$ cat config.mk
export PLATFORM = sky130hd
export DESIGN_NAME = vc_rr_arbiter
export DESIGN_NICKNAME = d
export VERILOG_FILES = /design/src/rtl/vc_rr_arbiter.sv
export SDC_FILE = /design/constraint.sdc
export NUM_CORES = 1
export LEC_CHECK = 0
export ABC_AREA = 1
export ABC_CLOCK_PERIOD_IN_PS = 3000
export CELL_PAD_IN_SITES_DETAIL_PLACEMENT = 0
export CELL_PAD_IN_SITES_GLOBAL_PLACEMENT = 1
export CORE_MARGIN = 2
export CORE_UTILIZATION = 37
export CTS_CLUSTER_SIZE = 30
export DETAILED_ROUTE_END_ITERATION = 8
export GPL_ROUTABILITY_DRIVEN = 1
export PLACE_DENSITY = 0.8
export SKIP_LAST_GASP = 1
export SLEW_MARGIN = 15
export SYNTH_ARGS = -nofsm -noshare
export SYNTH_HDL_FRONTEND = slang
export SYNTH_SLANG_ARGS = --single-unit
$ cat constraint.sdc
create_clock -name clk -period 3 [get_ports clk]
set_clock_uncertainty 0.05 [all_clocks]
set_input_delay 0.6 -clock clk [delete_from_list [all_inputs] [get_ports clk]]
set_output_delay 0.6 -clock clk [all_outputs]
set_load 0.03 [all_outputs]
$ cat src/rtl/vc_rr_arbiter.sv
// Round-robin arbiter with grant locking: one registered one-hot grant, held until release_in.
// Latency 1 cycle req->grant; no backpressure. Optional macro VC_RR_ARBITER_HOLD_TIMEOUT_EN forces release after MAX_HOLD cycles.
module vc_rr_arbiter #(
    parameter int NUM_INPUTS = 4,
    parameter int NUM_BITS   = $clog2(NUM_INPUTS),
    parameter int MAX_HOLD   = 16
) (
    input  logic                  clk,
    input  logic                  reset,
    input  logic [NUM_INPUTS-1:0] req,
    input  logic                  release_in,
    output logic                  grant_valid,
    output logic [NUM_INPUTS-1:0] grant,
    output logic [NUM_BITS-1:0]   grant_index
);

    typedef enum logic {
        IDLE    = 1'b0,
        GRANTED = 1'b1
    } state_e;

    if (NUM_INPUTS < 2) begin : g_chk_inputs
        $error("vc_rr_arbiter: NUM_INPUTS must be >= 2");
    end
    if (MAX_HOLD < 1) begin : g_chk_hold
        $error("vc_rr_arbiter: MAX_HOLD must be >= 1");
    end

    state_e                state_q, state_d;
    logic [NUM_BITS-1:0]   ptr_q, ptr_d;
    logic [NUM_INPUTS-1:0] grant_q, grant_d;
    logic [NUM_BITS-1:0]   idx_q, idx_d;
    logic                  vld_q, vld_d;

    logic                  win_found;
    logic [NUM_BITS-1:0]   win_idx;
    logic                  rel_eff;
    logic                  new_grant;
    logic                  timeout;

    // Scan starts at ptr and wraps; equivalent to a priority encode of the rotated request mask.
    always_comb begin
        win_found = 1'b0;
        win_idx   = '0;
        for (int k = 0; k < NUM_INPUTS; k++) begin
            if (!win_found && req[(int'(ptr_q) + k) % NUM_INPUTS]) begin
                win_found = 1'b1;
                win_idx   = NUM_BITS'((int'(ptr_q) + k) % NUM_INPUTS);
            end
        end
    end

`ifdef VC_RR_ARBITER_HOLD_TIMEOUT_EN
    localparam int CNT_W = $clog2(MAX_HOLD + 1);

    logic [CNT_W-1:0] hold_cnt_q, hold_cnt_d;

    assign timeout = (state_q == GRANTED) && (hold_cnt_q == CNT_W'(MAX_HOLD - 1));

    always_comb begin
        hold_cnt_d = '0;
        if (!new_grant && (state_q == GRANTED)) begin
            hold_cnt_d = hold_cnt_q + CNT_W'(1);
        end
    end

    always_ff @(posedge clk or posedge reset) begin
        if (reset) begin
            hold_cnt_q <= '0;
        end else begin
            hold_cnt_q <= hold_cnt_d;
        end
    end
`else
    assign timeout = 1'b0;
`endif

    assign rel_eff = release_in | timeout;

    always_comb begin
        state_d   = state_q;
        ptr_d     = ptr_q;
        grant_d   = grant_q;
        idx_d     = idx_q;
        vld_d     = vld_q;
        new_grant = 1'b0;
        case (state_q)
            IDLE: begin
                if (win_found) begin
                    new_grant = 1'b1;
                end
            end
            GRANTED: begin
                if (rel_eff) begin
                    if (win_found) begin
                        new_grant = 1'b1;
                    end else begin
                        state_d = IDLE;
                        grant_d = '0;
                        idx_d   = '0;
                        vld_d   = 1'b0;
                    end
                end
            end
            default: begin
                state_d = IDLE;
                grant_d = '0;
                idx_d   = '0;
                vld_d   = 1'b0;
            end
        endcase
        if (new_grant) begin
            state_d = GRANTED;
            grant_d = NUM_INPUTS'(1) << win_idx;
            idx_d   = win_idx;
            vld_d   = 1'b1;
            ptr_d   = NUM_BITS'((int'(win_idx) + 1) % NUM_INPUTS);
        end
    end

    always_ff @(posedge clk or posedge reset) begin
        if (reset) begin
            state_q <= IDLE;
            ptr_q   <= '0;
            grant_q <= '0;
            idx_q   <= '0;
            vld_q   <= 1'b0;
        end else begin
            state_q <= state_d;
            ptr_q   <= ptr_d;
            grant_q <= grant_d;
            idx_q   <= idx_d;
            vld_q   <= vld_d;
        end
    end

    assign grant_valid = vld_q;
    assign grant       = grant_q;
    assign grant_index = idx_q;

endmodule

==> impl_summary.log <==
[metrics] run summary
[metrics] pin count of the biggest net entering global routing: 12
[metrics] Max-Cap Viols: 0
[metrics] # diodes: 0
[metrics] met1 Usage GRT: 21.7%
[metrics] net count after synthesis: 115
[metrics] sort of element at the end of the critical path: flip-flop
[metrics] number of antenna violations at the first check in global routing: 0
[metrics] data arrival time of the critical path: 2.35 ns
[metrics] top achievable clock speed: 446 MHz
[metrics] Hold Path Class: flip-flop to flip-flop
[metrics] routed via count: 660
[metrics] residual antenna-violating net count after detailed routing: 0
[metrics] RSZ-0062 raised after global routing: false
[metrics] area share, top type: 35.5%
[metrics] CTS resizes: 0
[metrics] sequential share of power: 23.3%
[metrics] share of async-settable or async-resettable flops after synthesis: 100%
[metrics] Port-buffer cells: 13
[metrics] Layout Nets: 132
[metrics] Seq share, synth: 35.5%
[metrics] Top Ports: 14
[metrics] Routed WL per cell: 10.1 um
[metrics] Crit Path Max Fanout: 3
[metrics] count of H-tree levels built during CTS: 1
[metrics] number of rows created at floorplan: 15
[metrics] total tool warning count: 29
[metrics] final count of hold timing violations: 0
[metrics] Chip Height: 47.6 um
[metrics] shortest period the worst path allows: 2.24 ns
[metrics] Final setup viols: 0
[metrics] dpl ws: 0.459 ns
[metrics] Total Routing Usage GR: 15.6%
[metrics] cell type contributing the most total cell area after synthesis: sky130_fd_sc_hd__dfrtp_1
[metrics] clock root buffer: sky130_fd_sc_hd__clkbuf_4
[metrics] cell with the most instances after synthesis: sky130_fd_sc_hd__nand2_1
[metrics] status: complete, no violations
[metrics] TritonCTS clock tree: yes
[metrics] CTS sink cnt: 10
[metrics] Cell Int Power: 0.481 mW
[metrics] routing layer with the top usage in global route: met2
[metrics] aggregate global routing overflow: 0
[metrics] clock-pin slew on the worst setup and hold paths: 0.06 ns
[metrics] relative contribution of combinational cells to total power: 67.9%
[metrics] cell count in the Yosys report: 104
[metrics] largest buffer count on any clock path: 2
[metrics] later-pin clock latency in the skew report: 0.26 ns
[metrics] switching power share of the total: 53.1%
[metrics] cell area power density: 1170 mW/mm^2
[metrics] yosys stat area: 704 um^2
[metrics] die area: 0.00227 mm^2
[metrics] Final Max Tran Viols: 0
[metrics] number of remaining DRC errors: 0
[metrics] wirelength, routed: 1.46 mm
[metrics] static leakage power: 0.490 nW
[metrics] period utilization: 74.7%
[metrics] Avg Synthesized Cell Area: 6.77 um^2
[metrics] gate count after technology mapping: 104
[metrics] hpwl dp: 1.16 mm
[metrics] power spent charging and discharging nets: 0.546 mW
[metrics] Post-CTS Setup Bufs: 0
[metrics] cell area after technology mapping: 704 um^2
[metrics] CP required: 3.11 ns
[metrics] global placer's final weighted congestion: 0.741
[metrics] core region area: 0.00176 mm^2
[metrics] critical path startpoint category: input pin
[metrics] number of iterations in the first detailed-routing pass: 4
[metrics] global-route wire length before repair: 2.48 mm
[metrics] die width: 47.6 um
[metrics] classification of the worst setup path: input pin to flip-flop
[metrics] Rel. slew slack: 74.3%
[metrics] worst-case vdd ir drop: 0.000541 V
[metrics] 1st-iter DRT viols: 7
[metrics] number of synthesized flops with an enable pin: 0
[metrics] number of global-route vias before repair: 598
[metrics] most frequently used flop master after synthesis: sky130_fd_sc_hd__dfrtp_1
[metrics] clock network power share: 8.8%
[metrics] number of library cell types mapped by synthesis: 16
[metrics] main area contributors after synthesis: sky130_fd_sc_hd__dfrtp_1, sky130_fd_sc_hd__nand2_1, sky130_fd_sc_hd__nand3_1, sky130_fd_sc_hd__ha_1, sky130_fd_sc_hd__inv_1
[metrics] setup ws final: 0.758 ns
[metrics] initial core utilization: 39.9%
[metrics] setup TNS: 0 ns
[metrics] fraction of final layout cells sized beyond drive strength 1: 9.24%
[metrics] per-cell via count in the routed design: 4.58
[metrics] Yosys warning count: 0
[metrics] slew at the pin closest to its max-slew limit: 0.385 ns
[metrics] Synth top cells by count: sky130_fd_sc_hd__nand2_1, sky130_fd_sc_hd__nand3_1, sky130_fd_sc_hd__inv_1
[metrics] number of hold buffers added after cts: 0
[metrics] area growth from synthesis to layout: 24.5%
[metrics] number of buffers inserted during clock tree synthesis: 3
[metrics] register bit count reported by yosys: 10
## worst max-delay path: stages
cell                              delay, ns
sky130_fd_sc_hd__clkdlybuf4s50_1       0.47
sky130_fd_sc_hd__inv_1                 0.05
sky130_fd_sc_hd__nand2_1               0.04
sky130_fd_sc_hd__o21ai_0               0.12
sky130_fd_sc_hd__nand2_1               0.10
sky130_fd_sc_hd__o21ai_0               0.11
sky130_fd_sc_hd__nand3_2               0.13
sky130_fd_sc_hd__inv_1                 0.06
sky130_fd_sc_hd__nor2_1                0.23
sky130_fd_sc_hd__inv_1                 0.11
sky130_fd_sc_hd__ha_1                  0.21
sky130_fd_sc_hd__nand2_1               0.07
sky130_fd_sc_hd__nand2_1               0.05
## cell usage in the layout (no fill, tap or decap), types with 3 or more instances in the layout
master	instances
sky130_fd_sc_hd__clkbuf_4	3
sky130_fd_sc_hd__clkdlybuf4s50_1	13
sky130_fd_sc_hd__dfrtp_1	10
sky130_fd_sc_hd__ha_1	4
sky130_fd_sc_hd__inv_1	13
sky130_fd_sc_hd__nand2_1	43
sky130_fd_sc_hd__nand2_2	3
sky130_fd_sc_hd__nand3_1	15
sky130_fd_sc_hd__nor2_1	4
sky130_fd_sc_hd__o21ai_0	4
## per-layer routing
layer | up-vias | wire length (um)
met2 | 10 | 689
met4 | 0 | 0
met3 | 0 | 42
li1 | 356 | -
met1 | 294 | 727
met5 | - | 0
## stage by stage
step	hold slack (ns)	std cells	area, um^2	utilization [%]	power [mW]
floorplan	0.390	104	704	-	0.777
global placement	0.417	141	855	48.4	0.929
detailed placement	0.438	141	855	48.4	0.943
CTS	0.455	144	877	49.7	1.04
global route	0.467	144	877	49.7	1.16
finish	0.449	144	877	49.7	1.03
## power by group through the flow
stage | clock, mW | combinational [mW] | sequential, mW
after floorplan | 0 | 0.491 | 0.285
final | 0.0901 | 0.697 | 0.240
after global placement | 0 | 0.688 | 0.241
after global routing | 0.104 | 0.806 | 0.245
after detailed placement | 0 | 0.701 | 0.242
after CTS | 0.0929 | 0.704 | 0.239
## worst paths after layout
check,cells after the start,start,end,slack (ns)
max,13,req[0],grant[2]$_DFFE_PP0P_,0.76
min,2,grant_valid$_DFFE_PP0P_,grant_valid$_DFFE_PP0P_,0.45
max reg2reg,12,ptr_q[0]$_DFFE_PP0P_,grant[2]$_DFFE_PP0P_,0.86
min reg2reg,2,grant_valid$_DFFE_PP0P_,grant_valid$_DFFE_PP0P_,0.45
max in group asynchronous,2,reset,grant_valid$_DFFE_PP0P_,2.07
min in group asynchronous,2,reset,grant_index[1]$_DFFE_PP0P_,0.56
## logic make-up after synthesis
kind of cell,Yosys count,share of synthesized area [%]
and+or+nand+nor,69,43.9
adders and majority gates,4,7.11
DFF,10,35.5
buffers and inverters,16,9.95
AOI/OAI and AO/OA,5,3.55
## flip-flops by register name, summed over array words and instances, names as in the netlist
| register | flops |
|---|---|
| state_q | 1 |
| grant_valid | 1 |
| ptr_q | 2 |
| grant_index | 2 |
| grant | 4 |
## final cells by class
cell class / count / area (um^2)
fill: 206 / 887
inverter: 15 / 58.8
tap: 25 / 31.3
multi-input combinational: 78 / 384
timing repair buffer: 13 / 130
sequential: 10 / 250
clock buffer: 3 / 22.5
Figure 1. Track usage over the die.
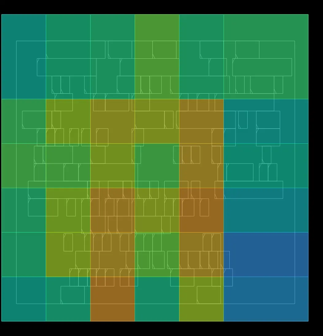
final core occ: 49.7%
met3 usage in global routing: 4.53%
met2 usage in global routing: 24.3%

Figure 2. Drive-strength map.
Drawn at 10 px/um.
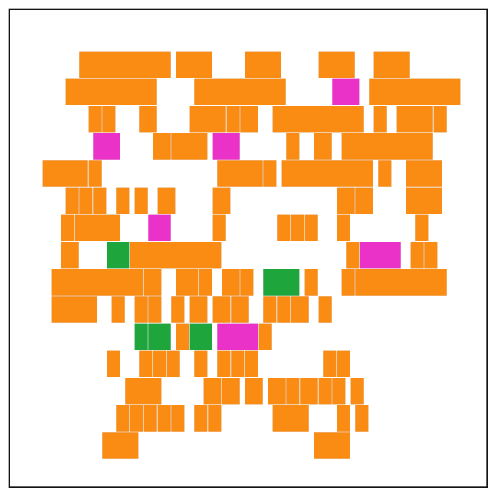
- orange: x1 and smaller (cells 108; share 91%)
- magenta: x3 and x4 (cells 6; share 5.0%)
- green: x2 (cells 5; share 4.2%)

Figure 3. Logic cells by family.
Drawn at 10 px/um.
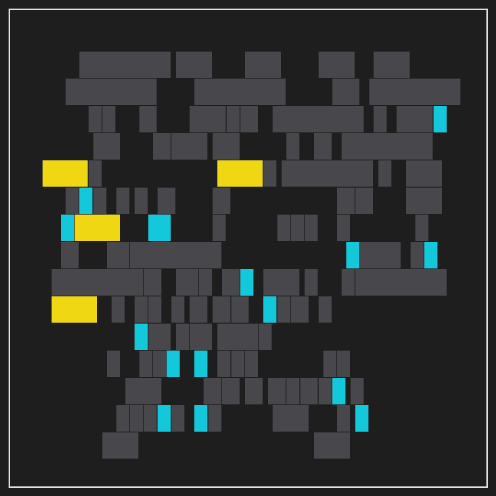
- cyan: inv cells (cells 15; most used inv_1)
- yellow: fa/ha/maj cells (cells 4; most used ha_1; where west)
non-filler cells, final: 144
Commonest Layout Cell: sky130_fd_sc_hd__nand2_1

Power is estimated from default activity; no workload was simulated.
